### src/rtl/iir_stream_adapter_pkg.sv
// Shared definitions for the IIR biquad stream adapter and its filter-side benches.
// State encoding, default sample width and the filter response latency live here.
package iir_stream_adapter_pkg;

    localparam int SAMPLE_W       = 18;
    localparam int FILTER_LATENCY = 6;

    typedef logic [1:0] state_t;

    localparam logic [1:0] ST_IDLE  = 2'd0;
    localparam logic [1:0] ST_ISSUE = 2'd1;
    localparam logic [1:0] ST_WAIT  = 2'd2;

endpackage

### src/rtl/iir_result_fifo.sv
// Circular-buffer result FIFO with first-word fall-through head and occupancy count.
// The head reads as zero while empty so downstream never sees stale data.
module iir_result_fifo #(
    parameter int DW    = 18,
    parameter int DEPTH = 4
) (
    input  logic                       clk,
    input  logic                       rst,
    input  logic                       push,
    input  logic [DW-1:0]              din,
    input  logic                       pop,
    output logic [DW-1:0]              dout,
    output logic                       empty,
    output logic                       full,
    output logic [$clog2(DEPTH):0]     count
);

    localparam int AW = $clog2(DEPTH);

    logic [DW-1:0] mem [DEPTH];
    logic [AW-1:0] wr_ptr;
    logic [AW-1:0] rd_ptr;
    logic          do_push;
    logic          do_pop;

    assign empty   = (count == '0);
    assign full    = (count == (AW+1)'(DEPTH));
    // A pop frees the head slot in the same cycle, so push-at-full is legal alongside it.
    assign do_push = push && (!full || pop);
    assign do_pop  = pop && !empty;
    assign dout    = empty ? '0 : mem[rd_ptr];

    always_ff @(posedge clk) begin
        if (do_push) begin
            mem[wr_ptr] <= din;
        end
    end

    always_ff @(posedge clk or negedge rst) begin
        if (!rst) begin
            wr_ptr <= '0;
            rd_ptr <= '0;
            count  <= '0;
        end else begin
            if (do_push) begin
                wr_ptr <= wr_ptr + AW'(1);
            end
            if (do_pop) begin
                rd_ptr <= rd_ptr + AW'(1);
            end
            case ({do_push, do_pop})
                2'b10:   count <= count + (AW+1)'(1);
                2'b01:   count <= count - (AW+1)'(1);
                default: count <= count;
            endcase
        end
    end

endmodule

### src/rtl/iir_stream_adapter.sv
// Initiator for the multi-cycle IIR biquad: one sample in flight, results buffered
// in a small FIFO, credit-gated upstream ready and a sticky watchdog timeout flag.
//
// state | meaning
// IDLE  | s_ready = credit_ok; latch accepted sample into hold
// ISSUE | one-cycle f_din_valid pulse, watchdog cleared
// WAIT  | watchdog counting; f_dout_valid pushes result, timeout sets err
module iir_stream_adapter
    import iir_stream_adapter_pkg::*;
#(
    parameter int DW      = SAMPLE_W,
    parameter int DEPTH   = 4,
    parameter int TIMEOUT = 15
) (
    input  logic          clk,
    input  logic          rst,
    input  logic [DW-1:0] s_data,
    input  logic          s_valid,
    output logic          s_ready,
    output logic [DW-1:0] f_din,
    output logic          f_din_valid,
    input  logic [DW-1:0] f_dout,
    input  logic          f_dout_valid,
    output logic [DW-1:0] m_data,
    output logic          m_valid,
    input  logic          m_ready,
    output logic          err,
    output logic [15:0]   sample_cnt
);

    localparam int WDW = $clog2(TIMEOUT + 1);
    localparam int CW  = $clog2(DEPTH) + 1;

    state_t          state;
    logic [DW-1:0]   hold;
    logic [WDW-1:0]  wdog;
    logic            out_of_rst;
    logic [CW-1:0]   fifo_count;
    logic            fifo_empty;
    logic            fifo_full;
    logic            credit_ok;
    logic            accept;
    logic            push;
    logic            pop;
    logic            timeout;

    assign credit_ok   = (fifo_count < CW'(DEPTH));
    // out_of_rst keeps s_ready low while rst is held, so every output reads 0 in reset.
    assign s_ready     = out_of_rst && (state == ST_IDLE) && credit_ok;
    assign accept      = s_valid && s_ready;
    assign f_din       = hold;
    assign f_din_valid = (state == ST_ISSUE);
    assign m_valid     = !fifo_empty;
    assign pop         = m_valid && m_ready;
    assign push        = (state == ST_WAIT) && f_dout_valid && (!fifo_full || pop);
    assign timeout     = (state == ST_WAIT) && !f_dout_valid && (wdog == WDW'(TIMEOUT - 1));

    always_ff @(posedge clk or negedge rst) begin
        if (!rst) begin
            state      <= ST_IDLE;
            hold       <= '0;
            wdog       <= '0;
            err        <= 1'b0;
            sample_cnt <= '0;
            out_of_rst <= 1'b0;
        end else begin
            out_of_rst <= 1'b1;
            case (state)
                ST_IDLE: begin
                    if (accept) begin
                        hold  <= s_data;
                        state <= ST_ISSUE;
                    end
                end
                ST_ISSUE: begin
                    wdog  <= '0;
                    state <= ST_WAIT;
                end
                ST_WAIT: begin
                    if (push) begin
                        sample_cnt <= sample_cnt + 16'd1;
                        state      <= ST_IDLE;
                    end else if (timeout) begin
                        err   <= 1'b1;
                        state <= ST_IDLE;
                    end else begin
                        wdog <= wdog + WDW'(1);
                    end
                end
                default: state <= ST_IDLE;
            endcase
        end
    end

    iir_result_fifo #(
        .DW    (DW),
        .DEPTH (DEPTH)
    ) u_fifo (
        .clk   (clk),
        .rst   (rst),
        .push  (push),
        .din   (f_dout),
        .pop   (pop),
        .dout  (m_data),
        .empty (fifo_empty),
        .full  (fifo_full),
        .count (fifo_count)
    );

endmodule

### config.mk
export PLATFORM = sky130hd
export DESIGN_NAME = iir_stream_adapter
export DESIGN_NICKNAME = d
export VERILOG_FILES = /design/src/rtl/iir_stream_adapter_pkg.sv /design/src/rtl/iir_result_fifo.sv /design/src/rtl/iir_stream_adapter.sv
export SDC_FILE = /design/constraint.sdc
export NUM_CORES = 1
export LEC_CHECK = 0
export CORE_UTILIZATION = 45
export CTS_CLUSTER_SIZE = 16
export DETAILED_ROUTE_END_ITERATION = 10
export GPL_TIMING_DRIVEN = 1
export PLACE_DENSITY = 0.68
export SETUP_SLACK_MARGIN = 0.02
export SLEW_MARGIN = 5
export SYNTH_ARGS = -nofsm -noshare
export SYNTH_HDL_FRONTEND = slang
export SYNTH_SLANG_ARGS = --single-unit
export TNS_END_PERCENT = 1
### constraint.sdc
create_clock -name clk -period 6.5 [get_ports clk]
set_clock_uncertainty 0.1 [all_clocks]
set_input_delay 1.625 -clock clk [delete_from_list [all_inputs] [get_ports clk]]
set_output_delay 1.625 -clock clk [all_outputs]
set_load 0.05 [all_outputs]
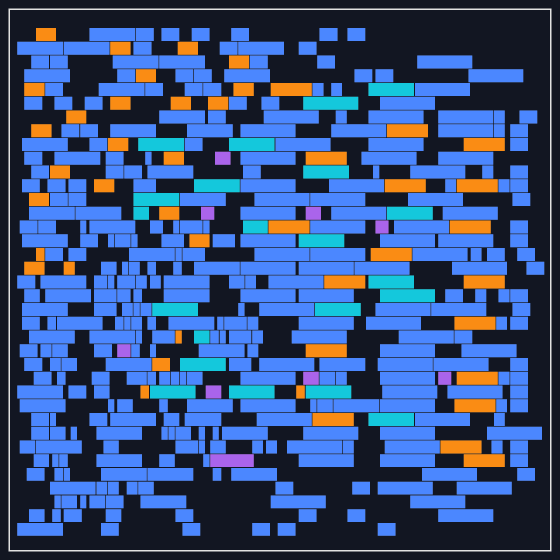
Run 1: drive-strength map
legend:
  drive 2:
    colour: orange
    cells: 44
    share: 11%
  drive 1 or less:
    colour: blue
    cells: 342
    share: 82%
  drive 6 and up:
    colour: cyan
    cells: 21
    share: 5.0%
  drive 3 to 4:
    colour: purple
    cells: 9
    share: 2.2%

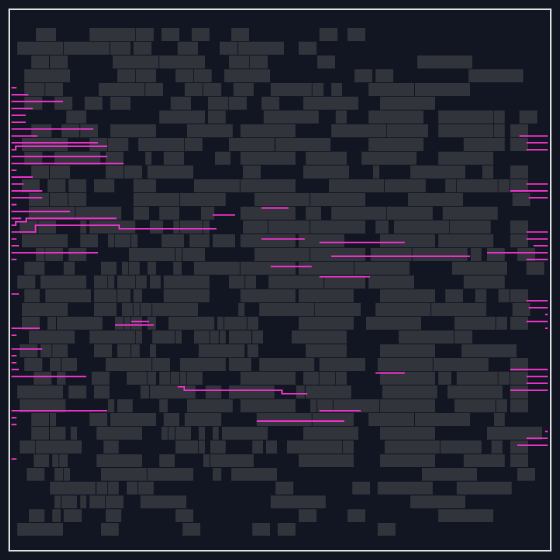
Run 1: signal wires on met3
Cells faint in the background.
main direction: horizontal
share of all routed wire: 5.8%
longest straight run: 27.1 um
nets with wire on the layer: 68
wire length on this layer: 529 um

==> notes.md, run 1 <==
State of the implementation.

- The ratio of cells with drive above 1 in the final layout is 0.178, for reference.
- Per the hold report, the tightest min-delay path originates at sample_cnt[15].
- Data on the critical path is required at its endpoint by 4780 ps.
- Counting the fill cells in the layout gives 813.
- The most critical hold endpoint after final layout shows a slack of 375 ps.
- The row count is 37, for reference.
- The final critical path time including I/O delays and setup is 4740 ps, for reference.
- According to the dpl log, the detail-placed design has an HPWL of 6070 um.
- The post-place setup slack is 2230 ps, for reference.
- Summing all flip-flop and latch instances after layout gives 3390 sq um.
- For this run, the register share of the synthesized area comes to 0.685.
- Summed over all instances, the cell type with the most area after synthesis is sky130_fd_sc_hd__edfxtp_1.
- The number of placed instances with taps included is 520, for reference.
- The area recorded from the Yosys report for this design is 4950 sq um.
- The post-placement cell area is 6040 sq um, for reference.
- The first global-routing pass estimated 15000 um of wire.
- The count of inserted antenna diode cells is 0, for reference.
- Looking at the setup timing report, the critical path kind is register to primary output.
- The summed instance area of the synthesized netlist is 4950 sq um, for reference.
- In the synthesized netlist, the cells that appear most often are sky130_fd_sc_hd__edfxtp_1, sky130_fd_sc_hd__dfrtp_1, sky130_fd_sc_hd__and2_1.
- In the post-route report, total wirelength is listed as 9160 um.
- Yosys attributes the largest share of cell area to sky130_fd_sc_hd__edfxtp_1, sky130_fd_sc_hd__dfrtp_1, sky130_fd_sc_hd__mux4_2.
- In the layout the commonest cells are sky130_fd_sc_hd__clkdlybuf4s50_1, sky130_fd_sc_hd__edfxtp_1, sky130_fd_sc_hd__dfrtp_1, sky130_fd_sc_hd__and2_1, sky130_fd_sc_hd__mux2_2.
- The area growth from synthesis to layout is 33.5%.
- The arrival time of the worst setup path is 3010 ps, for reference.
- At the end of the flow, the number of nets in the layout was 457.
- After floorplanning, the die was sized to cover 11400 sq um.
- The number of cells traversed by the worst register-to-register path is 5, for reference.
- Looking at the clock tree report, the root buffer type is sky130_fd_sc_hd__clkbuf_8.
- The static leakage is 2.48 nW, for reference.
- The number of buffers added to fix hold violations after cts is 0, for reference.
- The clock transition at the registers of the reported paths is 60 ps, for reference.
- STA shows the worst min-delay path finishing at sample_cnt[15].
- The first routing iteration left 114 violations.
- After synthesis, the share of flip-flops with an asynchronous set or reset is 0.405.
- The clock sink total is 121, for reference.
- The library cell used most frequently in the layout, excluding fill and tap cells, is sky130_fd_sc_hd__clkdlybuf4s50_1.
- The share of synthesized area in the top cell type comes to 0.437.
- The buffer levels on the longest clock path is 2, for reference.
- In this run the tool buffered the top-level ports with 96 buffer cells.
- The critical path starts at u_fifo.rd_ptr[0].
- The total clock buffers created by CTS is 17, for reference.
- Total power for the finished layout comes to 0.00334 W.
- The setup check on the worst reg-to-reg path leaves a slack of 3660 ps.
- The final worst slack is 1760 ps, for reference.
- The TritonCTS clock tree is done, for reference.
- The overall global routing resource usage is 0.175, for reference.
- In the final report, the number of pins over their slew limit comes to 0.
- The count of pins on the block boundary is 97, for reference.
- The flow reported a cell area power density of 506 nW/um^2.
- The critical path startpoint category is a register, for reference.
- The sort of element at the end of the critical path is a primary output, for reference.
- The cell count after synthesis came out at 296.
- The count of final hold-check violations is 0, for reference.
- The part of the cycle the worst path needs is 0.729, for reference.
- The number of max-cap violations is 0, for reference.
- Counting distinct cell types in the post-synthesis netlist gives 36.
- IR analysis of the VDD net gives a maximum drop of 0.000309 V.
- Setup repair after global routing left no endpoint under its margin.
- The post-synth count of flops with an enable pin is 72.
- The post-CTS setup repair buffer count is 0, for reference.
- The final routed DRC violation total is 0, for reference.
- The initial core utilization is 0.471, for reference.
- The count of warnings emitted by yosys is 0, for reference.
- The slew at the pin closest to its max-slew limit is 1100 ps, for reference.
- The routed design shows a via density per instance of 5.07.
- The capture point of the critical path was reported as m_data[16].
- The number of antenna violations at the first check in global routing is 0, for reference.
- The post-detailed-route count of antenna-violating nets is 0, for reference.
- The number of search-and-repair iterations in the first detailed-routing pass is 4, for reference.
- Static timing analysis puts the maximum clock frequency at 211 MHz.
- The most common cell in the synthesized netlist is sky130_fd_sc_hd__edfxtp_1.
- The endpoint of the worst register-to-register path is u_fifo.mem[0][15], for reference.
- The total area inside the core boundary comes to 10500 sq um.
- Across all layers, the routed design uses 2801 vias.
- The final-report setup violation count is 0, for reference.
- Setup total negative slack on the finished layout was measured at 0 ps.
- Per the gpl log, the routability congestion estimate is 0.702.
- The largest net degree at the start of global routing is 50, for reference.
- The worst slew slack as a fraction of its limit is 0.264, for reference.
- The count of tool warnings is 33, for reference.
- The number of gates resized after CTS was 0.
- The chip width is 107 um, for reference.
- The most used flip-flop cell after synthesis is sky130_fd_sc_hd__edfxtp_1.
- The number of nets in the synthesized netlist is 350.
- The sum of overflow across all layers after global routing is 0, for reference.
- In this run the worst hold path is classified as register to register.
- Per the layout area report, the combinational gate area comes to 1480 sq um.
- The vertical die size is 107 um, for reference.
- For the worst reg-to-reg path, the startpoint reported by OpenROAD is state[0].
- Max fanout on the critical path was recorded as 12.
- The via count of the first global-routing pass is 3051, for reference.
- Looking at the clock tree report, the H-tree level count equals 4.
- The area of all placed cells without fillers is 6610 sq um, for reference.
- The flow ran to the end, and the final reports show no timing, DRC or antenna violations.
- In this run the mean area of a mapped cell was 16.7 sq um.
- The final report lists a non-filler cell total of 552.
- The register bit count reported by yosys is 121, for reference.
- Along the worst hold path, the cell count comes to 1.
- The synth_stat.txt file lists the number of cells as 296.
- At the later pin of the worst-skew pair, clock insertion delay measures 500 ps.
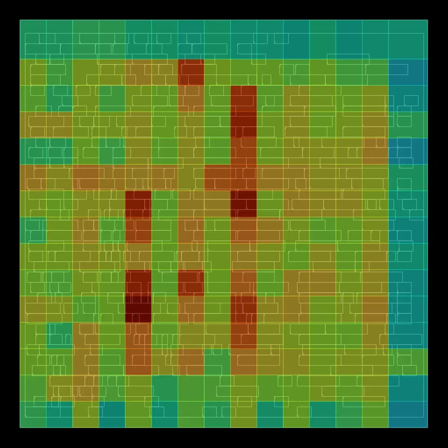
Run 1: routing congestion map
average detailed-routed wire length per instance: 16.6 um
share of the core filled with cells: 0.629
met3 global-route usage: 0.0614
global-route met2 utilization: 0.292
layer with the highest usage after global routing: met2

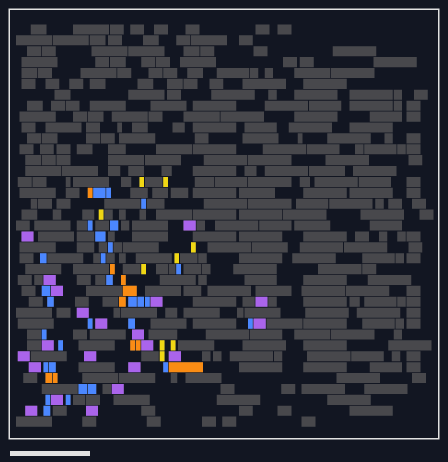
Run 1: gate families picked out
Bar = 20 um.
legend:
  XOR/XNOR gates:
    colour: purple
    cells: 21
    where: bottom left
  NAND gates:
    colour: blue
    cells: 29
  NOR gates:
    colour: orange
    cells: 10
    where: bottom left
  inverters:
    colour: yellow
    cells: 9

==> run 1: power breakdown <==
group / total (W) / leakage [nW] / switching [W] / internal, W
sequential: 0.00108 / 1.27 / 0.000126 / 0.000951
combinational: 0.00138 / 0.943 / 0.000834 / 0.000550
clock: 0.000883 / 0.269 / 0.000337 / 0.000546
total: 0.00334 / 2.48 / 0.00130 / 0.00205
==> run 1: critical path, stage by stage, from the launching register on <==
cell and delay (ps):
sky130_fd_sc_hd__dfrtp_1 800, sky130_fd_sc_hd__buf_4 340, sky130_fd_sc_hd__mux4_2 510, sky130_fd_sc_hd__and2_1 170, sky130_fd_sc_hd__clkdlybuf4s50_1 690
==> run 1: logic make-up (layout without fill, tap and decap cells) <==
family,Yosys count,in the layout,share of synthesized area
buffers and inverters,18,138,0.0154
flip-flops,121,121,0.685
AND/OR/NAND/NOR,70,70,0.0819
other,1,1,0.000758
multiplexers,39,39,0.130
XOR/XNOR,21,21,0.0372
adder cells (fa/ha/maj),13,13,0.0344
AND-OR/OR-AND,13,13,0.0157
==> run 1: sequential cells by signal, indices dropped and copies added (netlist names) <==
name           flops
u_fifo.mem        72
f_din             18
sample_cnt        16
wdog               4
u_fifo.count       3
state              2
u_fifo.rd_ptr      2
u_fifo.wr_ptr      2
err                1
out_of_rst         1
==> run 1: layer usage <==
metal  track usage  part of all wire  up-vias
li1              -                 -     1309
met1         0.220              0.43     1403
met2         0.292              0.51       89
met3        0.0614             0.058        0
met4        0.0421                 0        0
met5             0                 0        -
==> run 1: cell type report <==
| class | count | share of cell area |
|---|---|---|
| clock buffers | 18 | 0.0633 |
| clock inverters | 14 | 0.0225 |
| inverters | 9 | 0.00511 |
| multi-input cells | 157 | 0.224 |
| flip-flops and latches | 121 | 0.513 |
| well taps | 136 | 0.0258 |
| repair buffers | 97 | 0.146 |
Run 1, clock network drawn from the DEF:
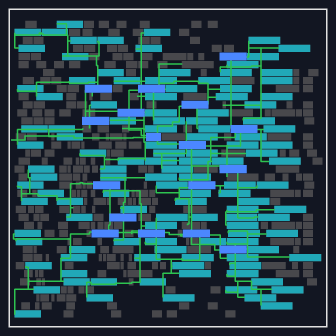

==> inputs of run 2 (changes only) <==
Settings changed: PLACE_DENSITY 0.68 to 0.71.
Clock period 6.5 ns to 3.85 ns, I/O delays scaled along.
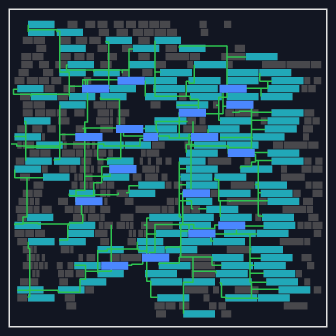
Run 2: clock network drawn from the DEF
legend:
  flip-flops:
    colour: cyan
    count: 121
  clock wires:
    colour: green
    length: 1370 um
  cells driving clock nets:
    colour: blue
    count: 17
routed clock nets: 18
flops lie: spread over the die

==> run 2 against run 1 <==
Global-route usage down 0.060 points. Critical endpoint is now m_data[2]. Core utilization up 0.33 points. Highest routed layer is now met4. Final cell count up 0.91%. Power up 72%. First-iteration DRC count up 23%. Critical path type unchanged. Register-to-register slack worse by 2500 ps. Setup slack worse by 1400 ps. Area after synthesis unchanged. Sequential power up 65%.
==> notes.md, run 2 <==
State of the implementation.

- The number of buffers added to fix hold violations after cts is 0 (unchanged), for reference.
- The number of placed instances with taps included is 525 (was 520), for reference.
- The count of inserted antenna diode cells came to 0 (unchanged).
- The overall global routing resource usage is 0.175 (about the same), for reference.
- The final routed wire length divided by cell count is 16.5 um (was 16.6 um), for reference.
- The required time of the critical path came to 2790 ps (was 4780 ps).
- The yosys stat cell total is 296 (unchanged), for reference.
- The buffer levels on the longest clock path came to 2 (unchanged).
- The sum of overflow across all layers after global routing is 0 (unchanged), for reference.
- Top cells excl fill/tap: sky130_fd_sc_hd__clkdlybuf4s50_1, sky130_fd_sc_hd__edfxtp_1, sky130_fd_sc_hd__dfrtp_1, sky130_fd_sc_hd__and2_1, sky130_fd_sc_hd__buf_4 (was sky130_fd_sc_hd__clkdlybuf4s50_1, sky130_fd_sc_hd__edfxtp_1, sky130_fd_sc_hd__dfrtp_1, sky130_fd_sc_hd__and2_1, sky130_fd_sc_hd__mux2_2).
- The dominant logic cell type in the layout is sky130_fd_sc_hd__clkdlybuf4s50_1 (unchanged), for reference.
- The quantity of I/O buffers inserted on ports came to 96 (unchanged).
- The wire length on met1 was 4080 um (was 3930 um).
- The tally of unique sky130hd cells used after synthesis came to 36 (unchanged).
- The worst slew slack as a fraction of its limit is 0.248 (was 0.264), for reference.
- The sort of element at the end of the critical path is a primary output (unchanged), for reference.
- The via count of the routed design is 2839 (was 2801).
- The number of nets in the layout was 462 (was 457).
- The largest net degree at the start of global routing was 50 (unchanged).
- The final worst slack is 335 ps (was 1760 ps).
- Result of the run: finished clean (unchanged).
- Sequence of cells on the critical path: mux4_2 -> and2_1 -> clkdlybuf4s50_1 (was buf_4 -> mux4_2 -> and2_1 -> clkdlybuf4s50_1).
- The total clock buffers created by CTS came to 17 (unchanged).
- The synthesis-to-finish area growth is 34.2% (was 33.5%), for reference.
- The critical path startpoint category is a register (unchanged).
- The clock tree root driver cell is sky130_fd_sc_hd__clkbuf_8 (unchanged).
- The post-detailed-route count of antenna-violating nets is 0 (unchanged), for reference.
- The length of routed met2 wiring is 4570 um (was 4710 um).
- The placed wire-length estimate is 6090 um (was 6070 um).
- The post-placement cell area is 6040 sq um (about the same), for reference.
- The count of warnings emitted by yosys is 0 (unchanged).
- The first-pass GRT wire length is 14800 um (was 15000 um).
- The chip width was 107 um (unchanged).
- The slew at the pin closest to its max-slew limit is 1130 ps (was 1100 ps).
- The commonest register cell after synthesis is sky130_fd_sc_hd__edfxtp_1 (unchanged).
- The number of max-cap violations came to 0 (unchanged).
- The initial core utilization came to 0.471 (unchanged).
- The count of final hold-check violations is 0 (unchanged), for reference.
- The via count of the first global-routing pass came to 3013 (was 3051).
- The largest fanout on the critical path came to 6 (was 12).
- The max-slew violation total from the final report came to 0 (unchanged).
- The per-cell via count in the routed design is 5.10 (was 5.07), for reference.
- The number of flops mapped to enable cells by yosys is 72 (unchanged).
- The register with the most flip-flops is u_fifo.mem (unchanged).
- The buffer-and-inverter tally for the worst setup path is 1 (was 2), for reference.
- The arrival time of the worst setup path is 2450 ps (was 3010 ps), for reference.
- The core outline area is 10500 sq um (unchanged).
- The count of tool warnings is 33 (unchanged), for reference.
- Synth area leaders: sky130_fd_sc_hd__edfxtp_1, sky130_fd_sc_hd__dfrtp_1, sky130_fd_sc_hd__mux4_2 (unchanged).
- The TritonCTS clock tree is done (unchanged).
- The final-layout worst hold slack is 376 ps (was 375 ps).
- The top cell type by total area after synthesis is sky130_fd_sc_hd__edfxtp_1 (unchanged).
- The clock period could shrink to 3510 ps.
- The static leakage is 2.54 nW (was 2.48 nW), for reference.
- The count of pins on the block boundary came to 97 (unchanged).
- The maximum cell stage delay along the critical path came to 690 ps (was 800 ps).
- The average size of a mapped cell is 16.7 sq um (unchanged), for reference.
- The detailed route wirelength on metal3 came to 464 um (was 529 um).
- Post-route period utilization is reported as 0.913.
- The area of all placed cells without fillers is 6640 sq um (was 6610 sq um), for reference.
- The last weighted congestion value of the routability-driven placer is 0.778 (was 0.702), for reference.
- The family of cells with the greatest summed delay on the critical path was buffers and inverters (unchanged).
- The maximum resistive drop on vdd was 0.000563 V (was 0.000309 V).
- The summed instance area of the synthesized netlist is 4950 sq um (unchanged), for reference.
- The clock transition at the registers of the reported paths is 60 ps (about the same).
- The number of instances resized during post-cts repair is 0 (unchanged), for reference.
- The final routed DRC violation total is 0 (unchanged), for reference.
- The clock latency on the worst-skew pair is 500 ps (about the same), for reference.
- The clock sink total came to 121 (unchanged).
- The number of antenna violations at the first check in global routing came to 0 (unchanged).
- Based on the critical path, the design can be clocked at up to 285 MHz.
- The post-CTS setup repair buffer count came to 0 (unchanged).
- The post-synthesis async set-or-reset flop share came to 0.405 (unchanged).
- The sequential share of the synthesized area is 0.685 (unchanged), for reference.
- The kind of path behind the tightest hold check is register to register (unchanged), for reference.
- RSZ-0062 raised after global routing: false (unchanged).
- The most popular library cell in the synthesized design by count is sky130_fd_sc_hd__edfxtp_1 (unchanged), for reference.
- The net count entering floorplan is 350 (unchanged).
- The ratio of cells with drive above 1 in the final layout is 0.230 (was 0.178), for reference.
- The final-report setup violation count came to 0 (unchanged).
- The number of search-and-repair iterations in the first detailed-routing pass is 4 (unchanged), for reference.
- The die outline area was 11400 sq um (unchanged).
- The top routing layer in use is met4 (was met3), for reference.
- The row count is 37 (unchanged), for reference.
- The vertical die size is 107 um (unchanged), for reference.
- The deepest level of the CTS H-tree is 4 (unchanged), for reference.
- The post-place setup slack is 457 ps (was 2230 ps), for reference.
- The post-route setup TNS was 0 ps (unchanged).
- Post-synth top cells: sky130_fd_sc_hd__edfxtp_1, sky130_fd_sc_hd__dfrtp_1, sky130_fd_sc_hd__and2_1 (unchanged).
- The register bit count reported by yosys came to 121 (unchanged).
- The detailed-route wire length is 9170 um (was 9160 um).
- The final instance count without filler cells is 557 (was 552).
- The startpoint-to-endpoint class of the critical path was register to primary output (unchanged).
- The chip area in the Yosys report was 4950 sq um (unchanged).
- The power per unit of standard cell area is 864 nW/um^2 (was 506 nW/um^2), for reference.
- The violation count after the first detailed-route iteration is 140 (was 114), for reference.
- The number of flip-flops in the largest register was 72 (unchanged).
- The cell count after synthesis is 296 (unchanged), for reference.
- The portion of synthesized cell area occupied by the leading cell type is 0.437 (unchanged), for reference.
- The slowest stage cell on the critical path is sky130_fd_sc_hd__clkdlybuf4s50_1 (was sky130_fd_sc_hd__dfrtp_1).
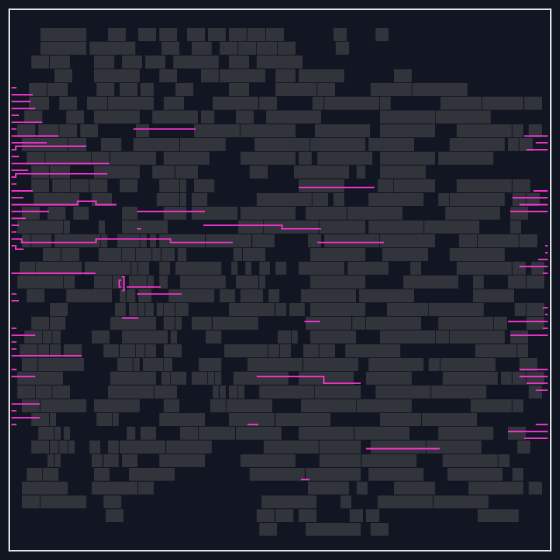
Run 2: signal wires on met3
Cells faint in the background.
nets with wire on the layer: 68
longest straight run: 19.1 um
main direction: horizontal
wire length on this layer: 465 um

[run 2: cell counts after synthesis]
Identical to the previous run, type by type.
[run 2: cell families (layout without fill, tap and decap cells)]
family / count (synthesis) / after routing / synth area share
flip-flops: 121 / 121 / 0.685
AND/OR/NAND/NOR: 70 / 70 / 0.0819
multiplexers: 39 / 39 / 0.130
other: 1 / 1 / 0.000758
buffers and inverters: 18 / 143 / 0.0154
adder cells (fa/ha/maj): 13 / 13 / 0.0344
XOR/XNOR: 21 / 21 / 0.0372
AND-OR/OR-AND: 13 / 13 / 0.0157
[run 2: power breakdown]
part	leakage, nW	internal (W)	total [W]	switching (W)
clock network	0.288	0.000999	0.00159	0.000592
registers	1.27	0.00161	0.00178	0.000171
logic	0.985	0.000900	0.00237	0.00147
[run 2: path summary, 6_finish.rpt]
check / start / to / slack, ps / cells after the start
worst min-delay path: err / err / 380 / 1
worst max register to register: state[0] / u_fifo.mem[3][12] / 1160 / 6
min in group asynchronous: rst / f_din[15] / 580 / 1
worst max-delay path: u_fifo.rd_ptr[0] / m_data[2] / 340 / 3
max in group asynchronous: rst / u_fifo.rd_ptr[0] / 2380 / 1
worst min register to register: err / err / 380 / 1
[run 2: cell type report]
cell class	instances	area, sq um
Tap cell	136	170
Sequential cell	121	3390
Clock inverter	15	190
Clock buffer	17	414
Timing Repair Buffer	102	961
Inverter	9	33.8
Multi-Input combinational cell	157	1480
Fill cell	772	3870
[run 2: layer usage]
metal / track usage / vias to the layer above
li1: - / 1322
met1: 0.219 / 1415
met2: 0.294 / 93
met3: 0.0535 / 9
met4: 0.0470 / 0
met5: 0 / -
[run 2: per-stage QoR]
stage	total power, W	util
floorplan	0.00345	-
global placement	0.00415	0.574
detailed placement	0.00420	0.574
CTS	0.00580	0.632
global route	0.00599	0.632
finish	0.00573	0.632
Run 2, gate families picked out:
Bar = 20 um.
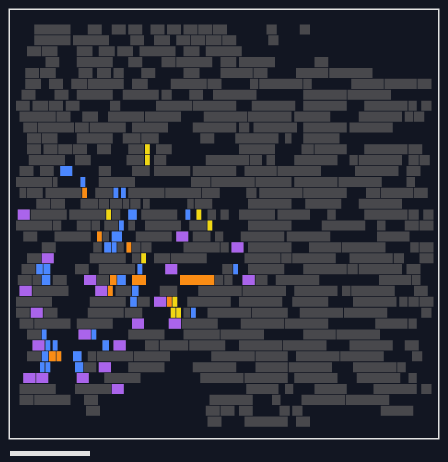

==> inputs of run 3 (changes only) <==
Settings changed: GPL_ROUTABILITY_DRIVEN set to 0, SYNTH_HIERARCHICAL set to 1.
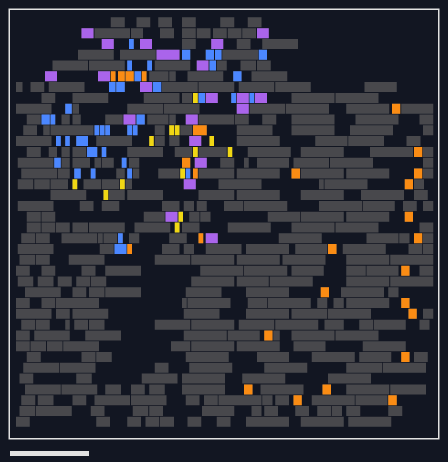
Run 3: gate families picked out
Bar = 20 um.
legend:
  NOR gates:
    colour: orange
    cells: 27
    where: spread over the die
  inverters:
    colour: yellow
    cells: 13
  XOR/XNOR gates:
    colour: purple
    cells: 21
  NAND gates:
    colour: blue
    cells: 38

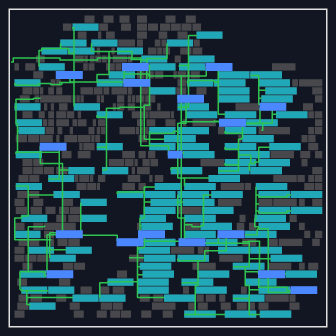
Run 3: clock network drawn from the DEF
legend:
  flip-flops:
    colour: cyan
    count: 121
  cells driving clock nets:
    colour: blue
    count: 17
  clock wires:
    colour: green
    length: 1450 um
flops lie: spread over the die

==> run 3 against run 2 <==
First-iteration DRC count shrank 23%. Register-to-register slack gained 20 ps. Design area grew 1.4%. Critical path depth is the same. Wire length grew 5.1%. Clock power is essentially flat. Final cell count grew 2.9%. Sequential share of layout area shrank 0.68 points. Global-route usage grew 0.62 points. Critical endpoint is now m_data[1].
==> notes.md, run 3 <==
State of the implementation.

- The largest fanout on the critical path is 7 (was 6), for reference.
- The max-slew violation total from the final report came to 0 (unchanged).
- The critical path startpoint category is a register (unchanged), for reference.
- The core outline area was 10900 sq um (was 10500 sq um).
- The count of tool warnings is 32 (was 33).
- The deepest level of the CTS H-tree is 4 (unchanged), for reference.
- The kind of path behind the tightest hold check was register to register (unchanged).
- The count of inserted antenna diode cells is 0 (unchanged), for reference.
- The summed instance area of the synthesized netlist is 5040 sq um (was 4950 sq um), for reference.
- The final instance count without filler cells is 573 (was 557), for reference.
- The number of placed instances with taps included is 541 (was 525).
- The clock transition at the registers of the reported paths is 60 ps (about the same), for reference.
- The maximum cell stage delay along the critical path is 700 ps (was 690 ps), for reference.
- The number of buffers added to fix hold violations after cts is 0 (unchanged), for reference.
- The count of warnings emitted by yosys is 6 (was 0).
- The number of search-and-repair iterations in the first detailed-routing pass was 4 (unchanged).
- The clock sink total came to 121 (unchanged).
- RSZ-0062 raised after global routing: false (unchanged).
- The register bit count reported by yosys was 121 (unchanged).
- The final routed DRC violation total came to 0 (unchanged).
- The final critical path time including I/O delays and setup came to 3580 ps (was 3510 ps).
- The cell count after synthesis is 309 (was 296), for reference.
- The portion of synthesized cell area occupied by the leading cell type is 0.429 (was 0.437), for reference.
- The sequential share of the synthesized area is 0.672 (was 0.685), for reference.
- The final routed wire length divided by cell count was 16.8 um (was 16.5 um).
- The post-CTS setup repair buffer count came to 0 (unchanged).
- The number of instances resized during post-cts repair came to 0 (unchanged).
- The power per unit of standard cell area is 837 nW/um^2 (was 864 nW/um^2), for reference.
- The family of cells with the greatest summed delay on the critical path is buffers and inverters (unchanged), for reference.
- The number of antenna violations at the first check in global routing was 0 (unchanged).
- Post-synth top cells: sky130_fd_sc_hd__edfxtp_1, sky130_fd_sc_hd__dfrtp_1, sky130_fd_sc_hd__mux2_2, sky130_fd_sc_hd__nand2_1, sky130_fd_sc_hd__nor2b_1 (was sky130_fd_sc_hd__edfxtp_1, sky130_fd_sc_hd__dfrtp_1, sky130_fd_sc_hd__and2_1).
- Sequence of cells on the critical path: mux4_2 -> nor2b_1 -> clkdlybuf4s50_1 (was mux4_2 -> and2_1 -> clkdlybuf4s50_1).
- The net count entering floorplan is 362 (was 350), for reference.
- The total clock buffers created by CTS is 17 (unchanged), for reference.
- The quantity of I/O buffers inserted on ports is 96 (unchanged), for reference.
- The buffer levels on the longest clock path is 2 (unchanged).
- The tally of unique sky130hd cells used after synthesis is 43 (was 36).
- The number of nets in the layout came to 473 (was 462).
- The die outline area came to 11600 sq um (was 11400 sq um).
- The yosys stat cell total was 309 (was 296).
- The post-synthesis async set-or-reset flop share is 0.405 (unchanged).
- The most popular library cell in the synthesized design by count is sky130_fd_sc_hd__edfxtp_1 (unchanged).
- The average size of a mapped cell is 16.3 sq um (was 16.7 sq um).
- The dominant logic cell type in the layout is sky130_fd_sc_hd__clkdlybuf4s50_1 (unchanged).
- The part of the cycle the worst path needs was 0.930 (was 0.913).
- The buffer-and-inverter tally for the worst setup path came to 1 (unchanged).
- The TritonCTS clock tree is done (unchanged), for reference.
- The first-pass GRT wire length is 15200 um (was 14800 um), for reference.
- The initial core utilization came to 0.463 (was 0.471).
- The startpoint-to-endpoint class of the critical path is register to primary output (unchanged).
- The per-cell via count in the routed design is 5.08 (was 5.10), for reference.
- The ratio of cells with drive above 1 in the final layout is 0.229 (was 0.230), for reference.
- The slew at the pin closest to its max-slew limit is 876 ps (was 1130 ps), for reference.
- The register with the most flip-flops is u_fifo/mem (was u_fifo.mem), for reference.
- The maximum clock rate is 279 MHz (was 285 MHz), for reference.
- The via count of the first global-routing pass was 3016 (was 3013).
- The number of flops mapped to enable cells by yosys is 72 (unchanged).
- The worst slew slack as a fraction of its limit was 0.416 (was 0.248).
- The detailed-route wire length came to 9640 um (was 9170 um).
- The chip width came to 108 um (was 107 um).
- The required time of the critical path is 2790 ps (about the same), for reference.
- The static leakage is 2.61 nW (was 2.54 nW), for reference.
- The final-report setup violation count is 0 (unchanged), for reference.
- The number of max-cap violations was 0 (unchanged).
- The synthesis-to-finish area growth came to 33.5% (was 34.2%).
- The chip area in the Yosys report is 5040 sq um (was 4950 sq um), for reference.
- The row count was 38 (was 37).
- The largest net degree at the start of global routing is 39 (was 50).
- The register-to-register path setup slack is 1180 ps (was 1160 ps).
- The commonest register cell after synthesis is sky130_fd_sc_hd__edfxtp_1 (unchanged).
- The arrival time of the worst setup path is 2520 ps (was 2450 ps), for reference.
- Result of the run: finished clean (unchanged).
- The sort of element at the end of the critical path is a primary output (unchanged), for reference.
- The top cell type by total area after synthesis is sky130_fd_sc_hd__edfxtp_1 (unchanged), for reference.
- The via count of the routed design was 2913 (was 2839).
- The maximum resistive drop on vdd is 0.000592 V (was 0.000563 V), for reference.
- The post-detailed-route count of antenna-violating nets is 0 (unchanged), for reference.
- The violation count after the first detailed-route iteration is 108 (was 140).
- The overall global routing resource usage is 0.181 (was 0.175).
- The placed wire-length estimate is 6190 um (was 6090 um), for reference.
- The number of flip-flops in the largest register came to 72 (unchanged).
- The post-route setup TNS is 0 ps (unchanged).
- The slowest stage cell on the critical path is sky130_fd_sc_hd__clkdlybuf4s50_1 (unchanged), for reference.
- The count of final hold-check violations is 0 (unchanged), for reference.
- The clock tree root driver cell is sky130_fd_sc_hd__clkbuf_8 (unchanged), for reference.
- The count of pins on the block boundary is 97 (unchanged), for reference.
- The clock latency on the worst-skew pair is 510 ps (was 500 ps), for reference.
- The sum of overflow across all layers after global routing is 0 (unchanged), for reference.
- Synth area leaders: sky130_fd_sc_hd__edfxtp_1, sky130_fd_sc_hd__dfrtp_1, sky130_fd_sc_hd__mux4_2 (unchanged).
- The vertical die size is 108 um (was 107 um), for reference.
- Top cells excl fill/tap: sky130_fd_sc_hd__clkdlybuf4s50_1, sky130_fd_sc_hd__edfxtp_1, sky130_fd_sc_hd__dfrtp_1, sky130_fd_sc_hd__buf_4 (was sky130_fd_sc_hd__clkdlybuf4s50_1, sky130_fd_sc_hd__edfxtp_1, sky130_fd_sc_hd__dfrtp_1, sky130_fd_sc_hd__and2_1, sky130_fd_sc_hd__buf_4).
-- run 3: power by group --
part / total, W / internal, W / switching [W]
clock: 0.00157 / 0.00105 / 0.000526
sequential: 0.00176 / 0.00159 / 0.000172
combinational: 0.00229 / 0.000873 / 0.00142
total: 0.00563 / 0.00351 / 0.00212
-- run 3: path summary, 6_finish.rpt --
check | end | depth (start not counted) | from
worst min register to register | err | 1 | err
min in group asynchronous | err | 1 | rst
worst max-delay path | m_data[1] | 3 | u_fifo/rd_ptr[0]
worst max register to register | u_fifo/count[2] | 12 | u_fifo/count[2]
max in group asynchronous | sample_cnt[2] | 2 | rst
worst min-delay path | err | 1 | err
-- run 3: cell type report --
type | count | area (sq um)
clock buffers | 24 | 480
clock inverters | 8 | 116
fillers | 797 | 4160
inverters | 13 | 48.8
multi-input cells | 165 | 1560
flip-flops and latches | 121 | 3390
well taps | 140 | 175
repair buffers | 102 | 963
-- run 3: through the flow --
stage	instance area (sq um)	total power, W	utilization	hold WS [ps]	setup slack, ps
floorplan	5040	0.00339	-	382	1060
global placement	6130	0.00406	0.563	354	683
detailed placement	6130	0.00409	0.563	357	611
CTS	6730	0.00569	0.618	380	203
global route	6730	0.00587	0.618	390	121
finish	6730	0.00563	0.618	373	270
-- run 3: kinds of logic after synthesis --
group,share of synthesized area
flip-flops,0.672
other,0.000744
multiplexers,0.128
AND/OR/NAND/NOR,0.0866
adder cells (fa/ha/maj),0.0313
AND-OR/OR-AND,0.0236
XOR/XNOR,0.0380
buffers and inverters,0.0196
-- run 3: routing by layer --
layer / vias up / GRT usage / wire length, um
met5: - / 0 / 0
met4: 0 / 0.0753 / 148
met3: 13 / 0.0708 / 570
met2: 86 / 0.290 / 4720
met1: 1448 / 0.217 / 4200
li1: 1366 / - / -
Power is estimated from default activity; no workload was simulated.
